--- config.mk ---
export PLATFORM = sky130hd
export DESIGN_NAME = stream_mux_rr
export DESIGN_NICKNAME = d
export VERILOG_FILES = /design/src/rtl/stream_mux_rr.sv
export SDC_FILE = /design/constraint.sdc
export NUM_CORES = 1
export LEC_CHECK = 0
export CORE_MARGIN = 1
export CORE_UTILIZATION = 38
export CTS_CLUSTER_DIAMETER = 40
export CTS_CLUSTER_SIZE = 8
export DETAILED_ROUTE_END_ITERATION = 6
export MAX_ROUTING_LAYER = met4
export PLACE_DENSITY = 0.82
export REMOVE_ABC_BUFFERS = 1
export SYNTH_ARGS = -nofsm -noshare
export SYNTH_HDL_FRONTEND = slang
export SYNTH_SLANG_ARGS = --single-unit
--- constraint.sdc ---
create_clock -name clk -period 2.6 [get_ports clk]
set_input_delay 0.52 -clock clk [delete_from_list [all_inputs] [get_ports clk]]
set_output_delay 0.52 -clock clk [all_outputs]
set_load 0.005 [all_outputs]
--- src/rtl/stream_mux_rr.sv ---
// N-to-1 valid/ready stream multiplexer with fixed-select or round-robin arbitration,
// a single-entry registered output stage and a saturating output beat counter.
//
// Handshake: a beat moves on a port at a rising clk edge where valid && ready.
// Senders hold valid/data until taken. in_ready depends only on control signals
// (out_valid, out_ready, in_valid, sel, ptr), never on in_data.
module stream_mux_rr #(
    parameter int WIDTH = 8,
    parameter int N     = 4,
    parameter int MODE  = 1,
    parameter int SW    = $clog2(N)
) (
    input  logic                 clk,
    input  logic                 rst_n,
    input  logic [N*WIDTH-1:0]   in_data,
    input  logic [N-1:0]         in_valid,
    output logic [N-1:0]         in_ready,
    input  logic [SW-1:0]        sel,
    output logic [WIDTH-1:0]     out_data,
    output logic                 out_valid,
    input  logic                 out_ready,
    output logic [SW-1:0]        out_idx,
    output logic [15:0]          out_beats
);

    logic             load;
    logic             found;
    logic [SW-1:0]    choice;
    logic [SW-1:0]    ptr;
    logic [SW-1:0]    ptr_next;
    logic             in_xfer;
    logic             out_xfer;
    logic [WIDTH-1:0] choice_data;

    assign load     = !out_valid || out_ready;
    assign out_xfer = out_valid && out_ready;

    // Round-robin: scan downward so the last hit written is the first valid at or after ptr.
    always_comb begin
        found  = 1'b0;
        choice = '0;
        if (MODE == 0) begin
            if (int'(sel) < N) begin
                found  = 1'b1;
                choice = sel;
            end
        end else begin
            for (int i = N - 1; i >= 0; i--) begin
                if (in_valid[(int'(ptr) + i) % N]) begin
                    found  = 1'b1;
                    choice = SW'((int'(ptr) + i) % N);
                end
            end
        end
    end

    always_comb begin
        in_ready = '0;
        if (rst_n && load && found) begin
            in_ready[choice] = 1'b1;
        end
    end

    assign in_xfer     = |(in_ready & in_valid);
    assign choice_data = in_data[int'(choice) * WIDTH +: WIDTH];
    assign ptr_next    = (choice == SW'(N - 1)) ? '0 : choice + 1'b1;

    always_ff @(posedge clk or negedge rst_n) begin
        if (!rst_n) begin
            out_valid <= 1'b0;
            out_data  <= '0;
            out_idx   <= '0;
            ptr       <= '0;
        end else if (in_xfer) begin
            out_valid <= 1'b1;
            out_data  <= choice_data;
            out_idx   <= choice;
            if (MODE != 0) begin
                ptr <= ptr_next;
            end
        end else if (out_xfer) begin
            out_valid <= 1'b0;
        end
    end

    always_ff @(posedge clk or negedge rst_n) begin
        if (!rst_n) begin
            out_beats <= '0;
        end else if (out_xfer && out_beats != 16'hFFFF) begin
            out_beats <= out_beats + 16'd1;
        end
    end

endmodule

==> deck_impl_summary.md, run 1 <==
Flow Results at a Glance

Worst setup path
  • Crit path to: in_ready[3]
  • CP peak stage delay: 0.28 ns
  • R2R setup slack: 0.28 ns
  • Max FO, Critical Path: 4
  • Cell mode on critical path: dlygate4sd2_1
  • CP Launch Type: primary input
  • Worst R2R Path Depth: 10
  • Crit path DRT: 2.08 ns
  • Reg2reg end: out_data[2]$_DFFE_PN0P_
  • Crit path from: in_valid[3]
  • WP depth: 8
  • Crit path DAT: 2.02 ns
  • Critical-path cell list: dlygate4sd2_1, buf_4, a311oi_4, or2_4, inv_2, ha_1, and2_1, dlygate4sd2_1
  • WS Path Type: in -> out
  • Delay-heaviest family, CP: buffers and inverters

Logic synthesis
  • Top cells, area: dfrtp_1, a211oi_1, o21a_1
  • Mean Syn Cell Area: roughly 10 um^2
  • Synth cell types: 36
  • Most common reg cell: dfrtp_1
  • Cell area after synthesis: approximately 1600 um^2
  • Chip Area, Yosys: approximately 1600 um^2
  • Synth async-reset ratio: 100%
  • Number of cells in Yosys stat: 163
  • Post-Syn Instances: 163
  • Top cells by count: dfrtp_1, nand2_1, a211oi_1, o21a_1, xnor2_1
  • Post-synth EDFFs: 0
  • Seq cells post-synth: 29
  • Cell type with the largest total area: dfrtp_1
  • Synth Seq Share: 44.3%
  • Yosys top cell by instances: dfrtp_1

Final timing
  • RSZ-0062 raised after global routing: no
  • Final setup margin: 0.0618 ns
  • # setup viols final: 0
  • Max Clk Rate: 394 MHz
  • Fin crit share: 97.6%
  • Fin crit period: 2.54 ns
  • Slew HR: 62.4%
  • Slew at the pin closest to its max-slew limit: approximately 0.56 ns

Floorplanning
  • Die ar.: 4580 um^2

Place
  • GPL Wtd Cong: 0.786
  • Post-DP HPWL: 3140 um

Clocking
  • Worst-path clk slew: 0.06 ns
  • Clk sink count: 29
  • CTS tree: built
  • Total CTS buffers: 5
  • Late-Pin Clk Latency: about 0.28 ns
  • # hold bufs at CTS: 0
  • Clk buf depth: 2
  • Root buf cell: clkbuf_8

Finish
  • Share of layout cells above drive strength 1: 14.6%
  • Final nets: between 200 and 300
  • Layout area overhead: 56.5%
  • # diodes: 0

Power
  • VDD IR max: 0.454 mV
  • PwrDens: 799 nW/um^2
  • Power, Total: about 2.0 mW
  • Internal power: 1.34 mW
  • Sw Ratio: about a third
  • Clock power frac: 17.4%
  • Flop pwr share: between 30% and 40%

GRT
  • Antenna violations before repair: 0
  • First-pass GRT wire length: 6460 um
  • GRT Util Overall: 19.8%
  • Total gr overflow: 0
  • Largest net degree at the start of global routing: 30

Route
  • Detailed-route via count: 1555
  • Iteration-0 DRC count of the detailed router: 42
  • First drt pass iteration count: 4
  • Post-DR wirelength/cell: 14.3 um
  • DRC Markers: 0
  • Antenna viol nets, final: 0
  • Post-Route WL: 4240 um

Run
  • Max cap viols: 0
  • OpenROAD warning count: 28

Worst hold path
  • Hold crit path type: reg -> reg
  • WHS Path Cells: 2

Outcome
  • Status: finished clean
[run 1: sequential cells by signal (all words and copies together), names as in the netlist]
register   count
out_valid      1
out_data       8
out_idx        2
ptr            2
out_beats     16
[run 1: cell usage in the layout (no fill, tap or decap), drive strengths merged, types with 2 or more instances in the layout]
cell           instances
a21oi                  2
and3                   6
clkdlybuf4s50         61
ha                     3
nor2                   4
nand2b                 3
nand3                  5
o21a                  16
clkbuf                 6
xor2                   2
o21ai                  2
dlygate4sd2            6
a31oi                  2
xnor2                 11
clkinv                 2
dfrtp                 29
nor3                   2
buf                   14
clkdlybuf4s15          2
nand2                 20
inv                    3
mux2                   3
o31ai                  9
a211oi                16
nand4                  3
and2                   3
[run 1: logic make-up after synthesis]
| logic type | synth area share [%] |
|---|---|
| muxes | 2.67 |
| buffers and inverters | 2.75 |
| DFF | 44.3 |
| adders and majority gates | 2.29 |
| xor gates and xnor gates | 6.95 |
| and+or+nand+nor | 15.7 |
| AOI/OAI and AO/OA | 25.3 |
[run 1: worst min path at each step]
stage / from / endpoint / slack (ns)
6_report: out_data[6]$_DFFE_PN0P_ / out_data[6]$_DFFE_PN0P_ / 0.48
2_1_floorplan: rst_n / out_beats[0]$_DFFE_PN0P_ / 0.22
5_1_grt: out_data[6]$_DFFE_PN0P_ / out_data[6]$_DFFE_PN0P_ / 0.50
3_3_place_gp: out_data[1]$_DFFE_PN0P_ / out_data[1]$_DFFE_PN0P_ / 0.46
3_5_place_dp: out_idx[0]$_DFFE_PN0P_ / out_idx[0]$_DFFE_PN0P_ / 0.47
4_1_cts: out_idx[0]$_DFFE_PN0P_ / out_idx[0]$_DFFE_PN0P_ / 0.48
[run 1: worst min-delay path, cell delays in order, from the launching register on]
cell     delay (ns)
dfrtp_1        0.34
nand2_1        0.05
o31ai_1        0.05
[run 1: cell type report]
class	count	area, um^2
clock buffer	6	72.6
fill	352	1490
clock inverter	2	10.0
tap	50	62.6
inverter	3	11.3
multi-input combinational	124	892
timing repair buffer	83	788
sequential	29	727
[run 1: stage by stage]
step | cells | cell area (um^2)
floorplan | 156 | 1600
global placement | 288 | 2460
detailed placement | 288 | 2460
CTS | 296 | 2550
global route | 297 | 2560
finish | 297 | 2560
[run 1: power by group through the flow]
stage          clock network, mW  registers, mW  logic, mW
3_5_place_dp                   0          0.704      0.987
4_1_cts                    0.369          0.698      0.988
5_1_grt                    0.395          0.719       1.09
2_1_floorplan                  0          0.701      0.453
6_report                   0.357          0.697      0.993
3_3_place_gp                   0          0.702      0.969
[run 1: layer usage]
metal / track usage [%] / part of all wire (%)
met2: 29.7 / 49
met4: 10.9 / 2.1
met1: 25.7 / 46
met3: 2.53 / 2.7
met5: - / 0
[run 1: what timing repair did]
item / in CTS / in global routing
setup buffers: 0 / 1
gates resized: 12 / 5
hold endpoints to repair: 0 / 0
endpoints found under the setup margin: 14 / 13
pin swaps: 1 / 4
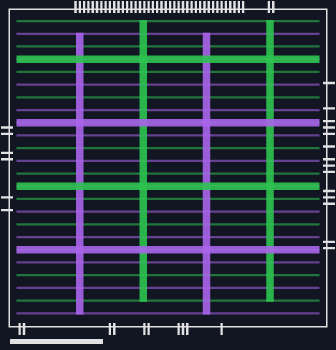
run_1/pdn.png
Scale bar: 20 um. Pins as bars on the die edge.
- VDD: green
- VSS: purple
- met5 straps: 4
- signal pins: 72
- met1 rails: 24
- met4 straps: 4
- rows: 23
Die Y: 67.7 um
Core ar.: 4060 um^2

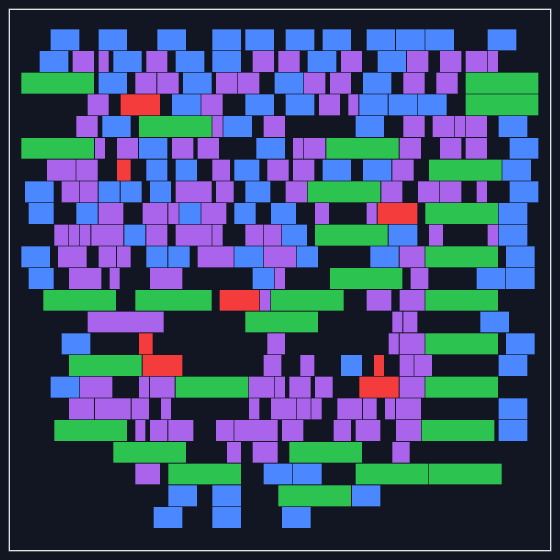
run_1/cell_classes.png
- clock drivers and dummy loads: red (cells 8; share of their area 3.3%)
- flip-flops: green (cells 29; share of their area 29%)
- other buffers and delay cells: blue (cells 83; share of their area 32%)
- all other logic: purple (cells 127; share of their area 36%)
final core utilization: 63.2%
row count: 23
sequential cell area share: 28.4%
Finished Cell Area: 2560 um^2

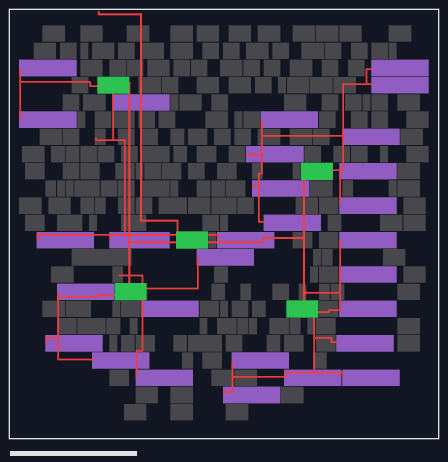
run_1/clock_map.png
Scale bar: 20 um.
- clock wires: red (length 416 um)
- cells driving clock nets: green (count 5)
- flip-flops: purple (count 29)
- routed clock nets: 6
- flops lie: spread over the die
power in the clock group: 0.357 mW
Clock Skews: 0.00633 ns

## Run 2: what changed since run 1
Settings changed: PLACE_DENSITY 0.82 to 0.77.
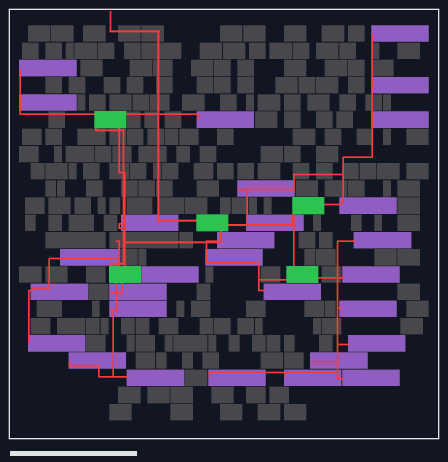
run_2/clock_map.png
Scale bar: 20 um.
- cells driving clock nets: green (count 5)
- flip-flops: purple (count 29)
- clock wires: red (length 402 um)
- flops lie: spread over the die
- routed clock nets: 6
power in the clock group: 0.475 mW
Clock power frac: 21.6%
Late-Pin Clk Latency: 0.28 ns
Clock Skews: 0.00806 ns

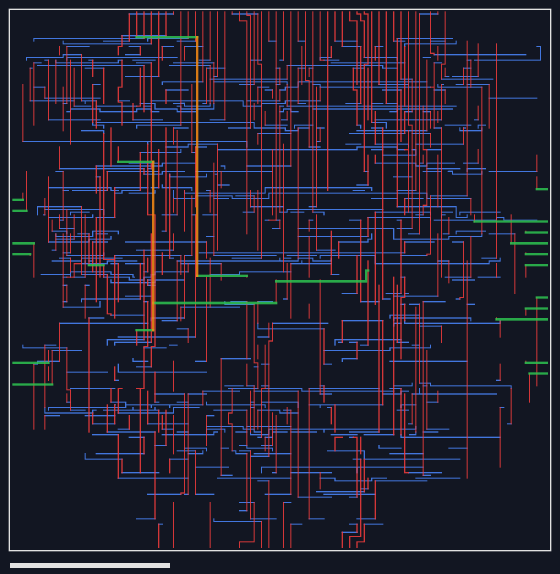
run_2/metal_stack.png
Scale bar: 20 um.
- met4: orange (wire length 51.0 um)
- met1: blue (wire length 2020 um)
- met3: green (wire length 105 um)
- met2: red (wire length 2210 um)
Post-Route WL: 4390 um
detailed-route via count: 1550
GRT Util Overall: 20.5%
post-DR wirelength/cell: 14.5 um

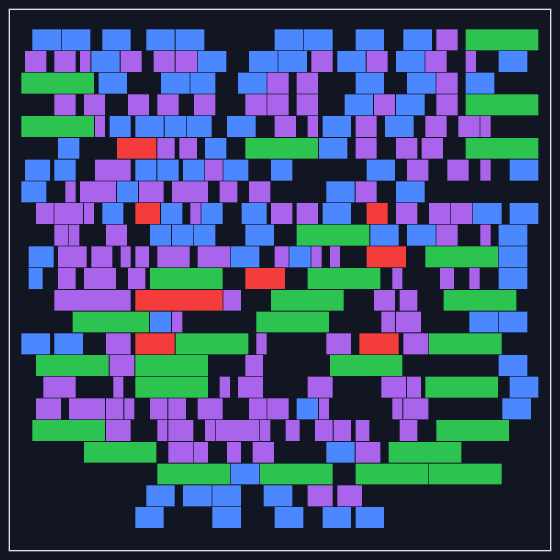
run_2/cell_classes.png
- other buffers and delay cells: blue (cells 88; share of their area 32%)
- all other logic: purple (cells 127; share of their area 35%)
- flip-flops: green (cells 29; share of their area 28%)
- clock drivers and dummy loads: red (cells 8; share of their area 4.5%)
final core utilization: 64.6%
Finished Cell Area: 2620 um^2

==> run 2 against run 1 <==
Compared with the run above: combinational power grew 4%; core utilization increased by 1.4 points; clock skew is 0.0017 ns higher; cell count rose by 1.7%; global-route usage increased by 0.71 points; die size stayed put; highest routed layer unchanged; first-iteration DRC count up 62%; total power up 7.5%; area after synthesis is the same; critical endpoint is now in_ready[2].
==> deck_impl_summary.md, run 2 <==
Flow Results at a Glance

Finish
  • Final nets: 295
  • # diodes: 0
  • Commonest non-fill, non-tap cells in the layout: clkdlybuf4s50_1, dfrtp_1, nand2_1, buf_4
  • Reg with most FFs: out_beats
  • Share of layout cells above drive strength 1: 16.7%
  • Most numerous logic cell after layout: clkdlybuf4s50_1

Run
  • OpenROAD warning count: 28
  • Max cap viols: 0

Power
  • VDD IR max: 0.590 mV

Worst hold path
  • Hold Crit Start: out_data[6]$_DFFE_PN0P_
  • Worst Hold End: out_data[6]$_DFFE_PN0P_
  • WHS Path Cells: 2
  • Hold crit path type: reg -> reg

Logic synthesis
  • Top cells, area: dfrtp_1, a211oi_1, o21a_1
  • Top cells by count: dfrtp_1, nand2_1, a211oi_1, o21a_1, xnor2_1
  • Synth cell types: 36
  • Cell area after synthesis: ~1600 um^2
  • Number of cells in Yosys stat: 163
  • Synth Seq Share: about 44%
  • Post-Syn Instances: 163
  • Most common reg cell: dfrtp_1

Final timing
  • Fin crit share: 98.0%
  • # setup viols final: 0
  • Max Clk Rate: 393 MHz
  • Final setup margin: roughly 0.053 ns
  • Slew HR: 61.2%

Route
  • Antenna viol nets, final: 0

Worst setup path
  • Delay-heaviest family, CP: buffers and inverters
  • Crit path DAT: 2.03 ns
  • Max FO, Critical Path: 4
  • CP peak stage delay: between 0.2 and 0.3 ns
  • Cell mode on critical path: dlygate4sd2_1
  • Reg2reg end: out_data[5]$_DFFE_PN0P_
  • Worst R2R Path Depth: 10
  • R2R setup slack: 0.24 ns

Clocking
  • # hold bufs at CTS: 0
  • Clk buf depth: 2
  • Total CTS buffers: 5

Floorplanning
  • Die Y: ~68 um
  • Core ar.: between 4000 and 5000 um^2
  • Die ar.: 4580 um^2

Place
  • Post-DP HPWL: about 3300 um
  • Post-DP Area: 2490 um^2
  • GPL Wtd Cong: 0.848

Outcome
  • Status: finished clean

GRT
  • Antenna violations before repair: 0
  • First-pass GRT wire length: about 6700 um
run 2: cell counts after synthesis:
Identical to the previous run, type by type.
run 2: worst max path at each step:
stage,cells after the start,slack [ns],endpoint,start
final,8,0.05,in_ready[2],in_valid[2]
after global routing,8,-0.02,in_ready[2],in_valid[2]
after CTS,8,0.02,in_ready[2],in_valid[2]
after detailed placement,8,-0.42,in_ready[2],in_valid[2]
after global placement,8,-0.37,in_ready[2],in_valid[2]
after floorplan,8,-1.41,ptr[0]$_DFFE_PN0P_,in_valid[2]
run 2: layer usage:
metal / track usage [%] / routed length, um / part of all wire (%) / up-vias
met3: 3.55 / 104 / 2.4 / 5
li1: - / - / - / 779
met5: - / 0 / 0 / -
met4: 7.98 / 51 / 1.2 / 0
met1: 27.1 / 2020 / 46 / 740
met2: 31.1 / 2210 / 50 / 26
run 2: what timing repair did:
item	CTS	global route
setup buffers	1	1
gates resized	12	4
setup endpoints to repair	17	14
hold endpoints to repair	0	0
pin swaps	2	2
run 2: cell type report:
cell class                      instances  area (um^2)
Clock buffer                            5         68.8
Clock inverter                          3         46.3
Fill cell                             356         1440
Inverter                                3         11.3
Multi-Input combinational cell        124          887
Sequential cell                        29          727
Tap cell                               50         62.6
Timing Repair Buffer                   88          820
run 2: metrics by stage:
step | hold slack (ns) | util, %
floorplan | 0.224 | -
global placement | 0.460 | 61.4
detailed placement | 0.466 | 61.4
CTS | 0.482 | 64.4
global route | 0.496 | 64.6
finish | 0.478 | 64.6
run 2: power breakdown:
group / leakage (nW) / internal (mW) / switching, mW / total (mW)
combinational: 0.681 / 0.587 / 0.438 / 1.03
clock: 0.0543 / 0.287 / 0.189 / 0.475
sequential: 0.373 / 0.589 / 0.111 / 0.700
run 2: worst reg2reg max path, stage by stage, from the launching register on:
cell and delay, ns:
dfrtp_1 0.39, and2b_1 0.22, a311oi_4 0.24, or2_4 0.19, inv_2 0.05, ha_1 0.18
a22o_1 0.22, o31ai_2 0.31, buf_4 0.31, nand2_1 0.09, o31ai_1 0.07
run 2: kinds of logic after synthesis:
| family | count (synthesis) | share of synthesized area, % |
|---|---|---|
| simple gates | 51 | 15.7 |
| fa+ha+maj | 3 | 2.29 |
| flops | 29 | 44.3 |
| buf+inv | 10 | 2.75 |
| mux | 4 | 2.67 |
| compound gates | 53 | 25.3 |
| xor+xnor | 13 | 6.95 |
Power figures rest on the tool's default switching activity, not on a simulated workload.
